==> config.mk <==
export PLATFORM = sky130hd
export DESIGN_NAME = i2c_slave_ctrl
export DESIGN_NICKNAME = d
export VERILOG_FILES = /design/src/rtl/i2c_slave_ctrl.sv
export SDC_FILE = /design/constraint.sdc
export NUM_CORES = 1
export LEC_CHECK = 0
export CORE_AREA = 2 2 77 79
export DETAILED_ROUTE_END_ITERATION = 8
export DIE_AREA = 0 0 79 81
export PLACE_DENSITY = 0.51
export SLEW_MARGIN = 10
export SYNTH_ARGS = -nofsm -noshare
export SYNTH_HDL_FRONTEND = slang
export SYNTH_SLANG_ARGS = --single-unit
==> constraint.sdc <==
create_clock -name clk -period 4.2 [get_ports clk]
set_input_delay 0.42 -clock clk [delete_from_list [all_inputs] [get_ports clk]]
set_output_delay 0.42 -clock clk [all_outputs]
set_load 0.05 [all_outputs]
==> src/rtl/i2c_slave_ctrl.sv <==
// I2C slave transaction sequencer: walks address/data/ack phases from SCL edge pulses
// and steers the SDA shift register, output mux and RX/TX FIFO handshakes.
module i2c_slave_ctrl #(
  parameter logic [6:0] SLAVE_ADDR = 7'h1E
) (
  input  logic       clk,
  input  logic       rst,
  input  logic       rising_edge_found,
  input  logic       falling_edge_found,
  input  logic       start_found,
  input  logic       stop_found,
  input  logic [7:0] rx_data,
  input  logic       sda_in,
  input  logic       rx_fifo_full,
  input  logic       tx_fifo_empty,
  output logic       rx_enable,
  output logic       tx_enable,
  output logic       load_tx,
  output logic       rx_write,
  output logic [1:0] sda_mode,
  output logic       busy
);

  typedef enum logic [3:0] {
    IDLE, ADDR, ACK_ADDR, RX_DATA, ACK_DATA, NACK, LOAD, TX_DATA, MACK, WAIT_STOP
  } state_t;

  state_t     state_q, state_d;
  logic [3:0] bit_cnt_q, bit_cnt_d;
  logic       is_read_q, is_read_d;
  logic       mack_q, mack_d;
  logic       push;
  logic       rise, fall;

  // A rising pulse coincident with a falling pulse is treated as noise.
  assign rise = rising_edge_found & ~falling_edge_found;
  assign fall = falling_edge_found;

  always_comb begin
    state_d   = state_q;
    bit_cnt_d = bit_cnt_q;
    is_read_d = is_read_q;
    mack_d    = mack_q;
    push      = 1'b0;
    if (stop_found) begin
      state_d = IDLE;
    end else if (start_found) begin
      state_d = ADDR;
    end else begin
      case (state_q)
        ADDR: begin
          if (rise) begin
            bit_cnt_d = bit_cnt_q + 4'd1;
          end else if (fall && bit_cnt_q == 4'd8) begin
            if (rx_data[7:1] != SLAVE_ADDR) begin
              state_d = WAIT_STOP;
            end else begin
              is_read_d = rx_data[0];
              state_d   = (rx_data[0] && tx_fifo_empty) ? NACK : ACK_ADDR;
            end
          end
        end
        ACK_ADDR: if (fall) state_d = is_read_q ? LOAD : RX_DATA;
        RX_DATA: begin
          if (rise) begin
            bit_cnt_d = bit_cnt_q + 4'd1;
          end else if (fall && bit_cnt_q == 4'd8) begin
            if (rx_fifo_full) begin
              state_d = NACK;
            end else begin
              push    = 1'b1;
              state_d = ACK_DATA;
            end
          end
        end
        ACK_DATA: if (fall) state_d = RX_DATA;
        NACK:     if (fall) state_d = WAIT_STOP;
        LOAD:     state_d = TX_DATA;
        TX_DATA: begin
          if (rise) bit_cnt_d = bit_cnt_q + 4'd1;
          else if (fall && bit_cnt_q == 4'd8) state_d = MACK;
        end
        MACK: begin
          if (rise) mack_d = sda_in;
          else if (fall) state_d = (!mack_q && !tx_fifo_empty) ? LOAD : WAIT_STOP;
        end
        default: ;
      endcase
    end
    // Repeated START re-enters ADDR without a state change, so clear on it too.
    if (stop_found || start_found || state_d != state_q) bit_cnt_d = '0;
  end

  // Outputs are registered alongside the state so they follow the edge pulse by one clock.
  always_ff @(posedge clk) begin
    if (rst) begin
      state_q   <= IDLE;
      bit_cnt_q <= '0;
      is_read_q <= 1'b0;
      mack_q    <= 1'b0;
      rx_enable <= 1'b0;
      tx_enable <= 1'b0;
      load_tx   <= 1'b0;
      rx_write  <= 1'b0;
      sda_mode  <= 2'd0;
      busy      <= 1'b0;
    end else begin
      state_q   <= state_d;
      bit_cnt_q <= bit_cnt_d;
      is_read_q <= is_read_d;
      mack_q    <= mack_d;
      rx_enable <= (state_d == ADDR) || (state_d == RX_DATA);
      tx_enable <= (state_d == TX_DATA) && (bit_cnt_d != 4'd0);
      load_tx   <= (state_d == LOAD);
      rx_write  <= push;
      busy      <= (state_d != IDLE);
      case (state_d)
        ACK_ADDR, ACK_DATA: sda_mode <= 2'd1;
        NACK:               sda_mode <= 2'd2;
        TX_DATA:            sda_mode <= 2'd3;
        default:            sda_mode <= 2'd0;
      endcase
    end
  end

endmodule
Fig. 1: run 1, met1 routing
(6 px per µm) Supply wires on this layer in grey. Cells faint in the background.
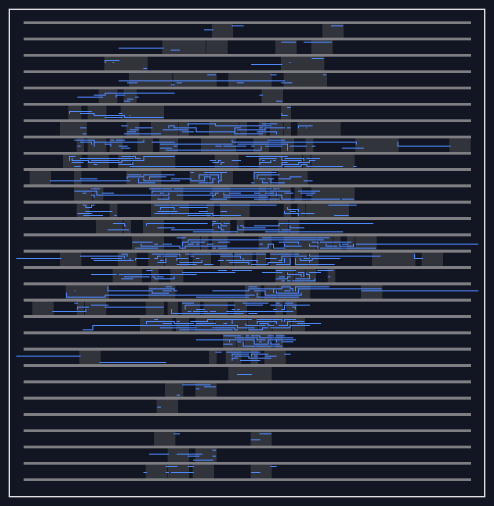
The longest straight run is 27.6 µm. The layer carries 1580 µm of wire. 167 nets have wire on it. The wires run mostly horizontal. The layer holds 47% of the routed length.

Fig. 2: run 1, metal 2
(6 px per µm)
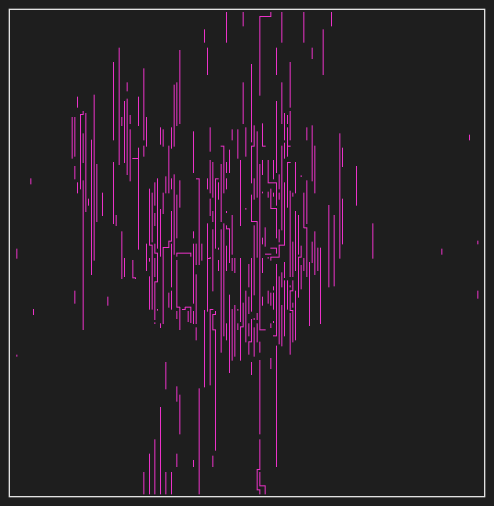
146 nets have wire on it. The longest straight run is 27.5 µm.

==> Slide: Implementation Results, run 1 <==
Synthesis and Place & Route Summary

Power
  • Leak pwr: 0.0005163 µW
  • VDD IR max: 0.00009187 V

Logic synthesis
  • Average instance area after synthesis: 8.802 µm²
  • Synth async-reset ratio: 0%
  • Number of enable flip-flop cells: 0
  • Synth Area in Adders: 1.988%
  • Yosys cell count: 143
  • Syn nets: 162
  • Mapped cell area: 1259 µm²
  • Sequential area share after synthesis: 27.04%

Placed design
  • Post-place instance area: 1509 µm²

Setup path
  • CP Capture Type: flip-flop
  • Critical path's top delay family: simple AND/OR/NAND/NOR gates
  • Setup crit start kind: input pin
  • R2R cell count: 6
  • CP Data Required Time: 4.36 ns
  • Worst path bufs/invs: 1

Global routing
  • Total congestion overflow: 0
  • GRT Total Usage: 11.01%
  • Vias in the first global route: 1164

Cells and area
  • Final core occ: 27.40%
  • Largest class: logic gates
  • Fillers: 624
  • Sequential share of cell area: 21.88%
  • Most numerous logic cell after layout: clkdlybuf4s50_1

STA
  • Final worst slack: 1.606 ns
  • Period utilization: 61.75%
  • Final hold vios: 0
  • Crit path time final: 2.594 ns
  • Max_slew headroom: 44.28%

Clocking
  • Post-CTS Resized: 0

Floorplan
  • Die height: 81 µm
  • Well-Tap Cells: 75
  • Core area: 5675 µm²
  • FP Util: 22.18%
  • FP Rows: 28

Route
  • Routed WL: 3383 µm
  • Wire length on met3: 200 µm
  • First-pass DRT Iterations: 4

Outcome
  • Outcome: finished clean
Fig. 3: run 1, signal wires on met3
(8 px per µm) Cells faint in the background.
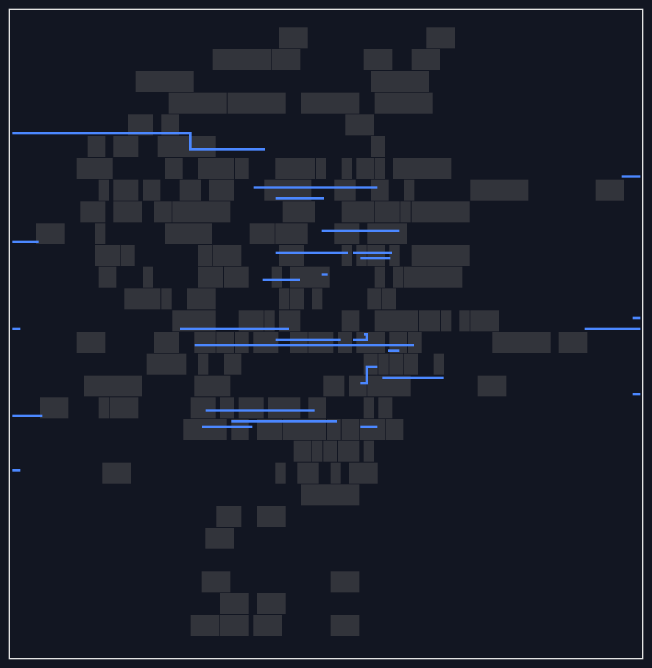
The wires run mostly horizontal. The layer carries 200 µm of wire. The longest straight run is 27.1 µm.

[run 1: worst min-delay path, cell delays in order, from the launching register on]
cell and delay, ns:
dfxtp_1 0.33, mux2i_1 0.13, nor2_1 0.05
[run 1: flip-flops by register name (all words and copies together) (netlist names)]
register / cells
sda_mode: 2
rx_write: 1
mack_q: 1
rx_enable: 1
bit_cnt_q: 4
busy: 1
state_q: 4
tx_enable: 1
is_read_q: 1
load_tx: 1
[run 1: where the power goes]
group,switching [µW],internal (µW)
clock network,61.3,65.9
logic,46.0,37.2
registers,7.50,165
total,115,268
[run 1: final timing paths]
path | from | to | slack, ns
setup / recovery | falling_edge_found | bit_cnt_q[2] | 1.61
hold / removal | mack_q | mack_q | 0.55
hold reg to reg | mack_q | mack_q | 0.55
setup reg to reg | state_q[2] | bit_cnt_q[2] | 1.62
Fig. 4: run 1, clock wires, drivers and flops
(3 px per µm)
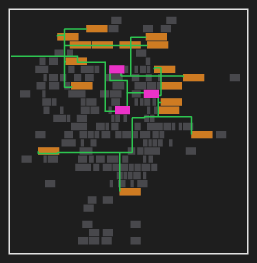

==> run 2, diff against run 1 <==
==> constraint.sdc (replaced) <==
create_clock -name clk -period 2.57 [get_ports clk]
set_input_delay 0.257 -clock clk [delete_from_list [all_inputs] [get_ports clk]]
set_output_delay 0.257 -clock clk [all_outputs]
set_load 0.05 [all_outputs]
Fig. 5: run 2, clock wires, drivers and flops
(3 px per µm)
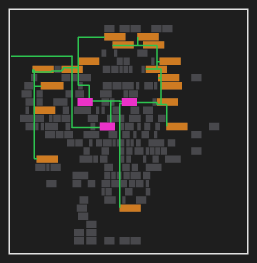
Key: orange = flip-flops [count 17]; green = clock wires [length 268 µm]; magenta = clock-net drivers [count 3]
There are 4 routed clock nets.
Late-Pin Clk Latency: 0.25 ns
Clock Power Share: 32.0%
Worst Clk Skew: 0.004458 ns
P_clk: 203 µW

Fig. 6: run 2, signal wires on met3
(8 px per µm) Cells faint in the background.
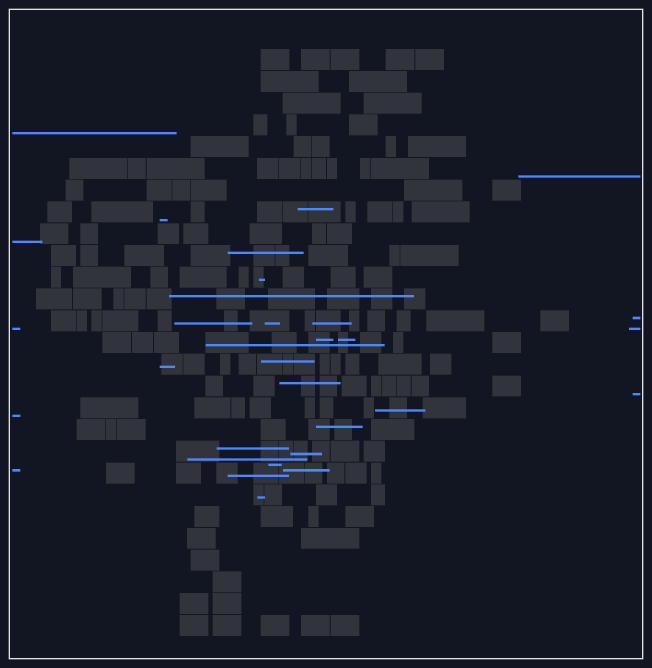
25 nets have wire on it. The layer carries 198 µm of wire. The layer holds 5.4% of the routed length.

==> Slide: Implementation Results, run 2 <==
Synthesis and Place & Route Summary

Cells and area
  • Top Registers: bit_cnt_q: 4 flops, state_q: 4 flops, sda_mode: 2 flops
  • Largest class: logic gates
  • Most numerous logic cell after layout: clkdlybuf4s50_1
  • Fillers: 647 (+3.7%)
  • Final core occ: 29.28% (+1.9 points)

Setup path
  • Setup crit start kind: flip-flop
  • Flop2flop setup slack: 0.19 ns (-1.43 ns)
  • R2R cell count: 8 (+2)
  • FF-to-FF End: tx_enable
  • Crit Reg-Reg Startpoint: bit_cnt_q[1]
  • Setup crit end: tx_enable

Worst hold path
  • Min-Delay Endpoint: mack_q
  • HP Start: mack_q

Global routing
  • Vias in the first global route: 1243 (+6.8%)
  • Total congestion overflow: 0 (unchanged)

Route
  • Routed WL: 3650 µm (+7.9%)
  • First-pass DRT Iterations: 4 (unchanged)
  • Wire length on met3: 198 µm (-1.0%)

Floorplan
  • FP Util: 22.18% (unchanged)
  • Core area: 5675 µm² (unchanged)

STA
  • Max_slew headroom: 63.81% (+20 points)
  • Final worst slack: 0.1927 ns (-1.414 ns)
  • Period utilization: 92.50%
  • Final hold vios: 0 (unchanged)
  • Crit path time final: 2.377 ns

Logic synthesis
  • Sequential area share after synthesis: 27.04% (unchanged)
  • Syn nets: 162 (unchanged)
  • Synth async-reset ratio: 0% (unchanged)
  • Number of enable flip-flop cells: 0 (unchanged)

Outcome
  • Outcome: finished clean

Placed design
  • Post-place instance area: 1614 µm² (+7.0%)

Power
  • Leak pwr: 0.0005895 µW (+14%)
run 2: cell count changes in the layout (fill, tap and decap cells not counted), sizes merged:
cell / delta
buf: +14
run 2: power by group:
part	total (µW)	switching, µW	internal, µW
Clock	203	95.1	108
Sequential	276	6.68	269
Combinational	155	84.5	70.7
run 2: critical path, cell delays in order, from the launching register on:
cell and delay [ns]:
dfxtp_2 0.39, inv_1 0.06, ha_1 0.19, and4b_4 0.23, and3_4 0.17, o311a_1 0.32
a221o_2 0.47, xnor2_2 0.21, nor4_2 0.25
run 2: cell families after synthesis:
logic type,count (synthesis),synth area share [%]
flip-flops,17,27.04
multiplexers,4,3.181
adder cells (fa/ha/maj),2,1.988
AND-OR/OR-AND,36,24.06
buffers and inverters,12,6.759
AND/OR/NAND/NOR,65,31.51
XOR/XNOR,7,5.468
==> run 3, diff against run 2 <==
--- a/config.mk
+++ b/config.mk
@@ -6,8 +6,10 @@
 export NUM_CORES = 1
 export LEC_CHECK = 0
 export CORE_AREA = 2 2 77 79
+export CTS_BUF_LIST = sky130_fd_sc_hd__clkbuf_4 sky130_fd_sc_hd__clkbuf_8
 export DETAILED_ROUTE_END_ITERATION = 8
 export DIE_AREA = 0 0 79 81
+export HOLD_SLACK_MARGIN = 0.06
 export PLACE_DENSITY = 0.51
 export SLEW_MARGIN = 10
 export SYNTH_ARGS = -nofsm -noshare
Fig. 7: run 3, met1 routing
(6 px per µm) Supply wires on this layer in grey. Cells faint in the background.
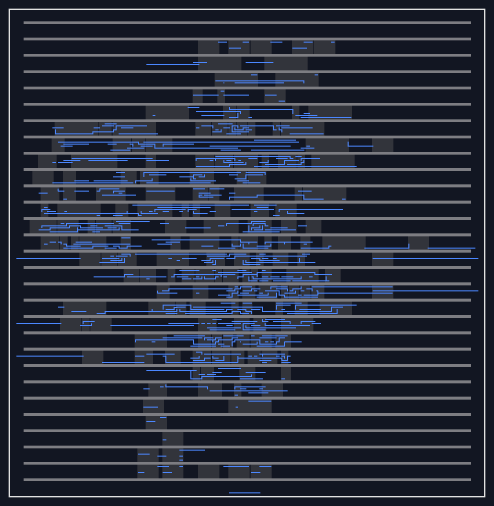
The longest straight run is 25.8 µm. The layer carries 1580 µm of wire. The layer holds 43% of the routed length.

Fig. 8: run 3, clock wires, drivers and flops
(3 px per µm)
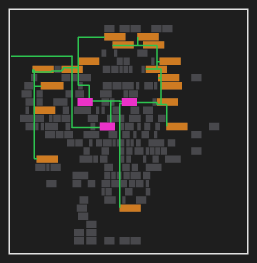

==> Slide: Implementation Results, run 3 <==
Synthesis and Place & Route Summary

Outcome
  • Outcome: finished clean

Cells and area
  • Final core occ: 29.28% (unchanged)
  • Top Registers: bit_cnt_q: 4 flops, state_q: 4 flops, sda_mode: 2 flops

Power
  • Combinational fraction of design power: 24.5% (about the same)
  • Psw: 186.3 µW (unchanged)
  • Sw frac: 29.40% (unchanged)

Floorplan
  • Core area: 5675 µm² (unchanged)

Logic synthesis
  • Synth async-reset ratio: 0% (unchanged)
  • Simple-Gate Fraction of Synth Area: 31.51% (unchanged)
  • Top logic family: simple AND/OR/NAND/NOR gates
  • Number of enable flip-flop cells: 0 (unchanged)
  • Synth mux share: 3.181% (unchanged)

STA
  • Final worst slack: 0.1927 ns (unchanged)
  • Max_slew headroom: 63.81% (unchanged)
  • Period utilization: 92.50% (unchanged)
  • Worst Clk Skew: 0.004458 ns (unchanged)

Setup path
  • CP max stage delay: 0.47 ns (about the same)
  • Setup crit start kind: flip-flop
  • Crit path cell chain: inv_1, ha_1, and4b_4, and3_4, o311a_1, a221o_2, xnor2_2, nor4_2

Route
  • Routed WL: 3650 µm (unchanged)
  • First-pass DRT Iterations: 4 (unchanged)
  • Wire length on met3: 198 µm (unchanged)

Global routing
  • Vias in the first global route: 1243 (unchanged)
==> run 3: cell counts in the layout (fill, tap and decap cells not counted) <==
No cell type changed its count.
==> run 3: worst paths after layout <==
kind               endpoint  depth (start not counted)
hold reg to reg      mack_q                          2
setup reg to reg  tx_enable                          8
hold / removal       mack_q                          2
setup / recovery  tx_enable                          8
==> run 3: area by class of cell <==
type | count | area (µm²)
multi-input cells | 114 | 833.3
clock buffers | 3 | 41.29
inverters | 3 | 11.26
well taps | 75 | 93.84
repair buffers | 37 | 335.3
clock inverters | 1 | 5.005
flip-flops and latches | 17 | 341.6
fillers | 647 | 4014
==> run 3: repair_timing <==
item | 4_1_cts | 5_1_grt
setup buffers | 0 | 0
resized | 0 | 1
hold buffers | 0 | 0
endpoints found under the setup margin | 0 | 1
Power is estimated from default activity; no workload was simulated.
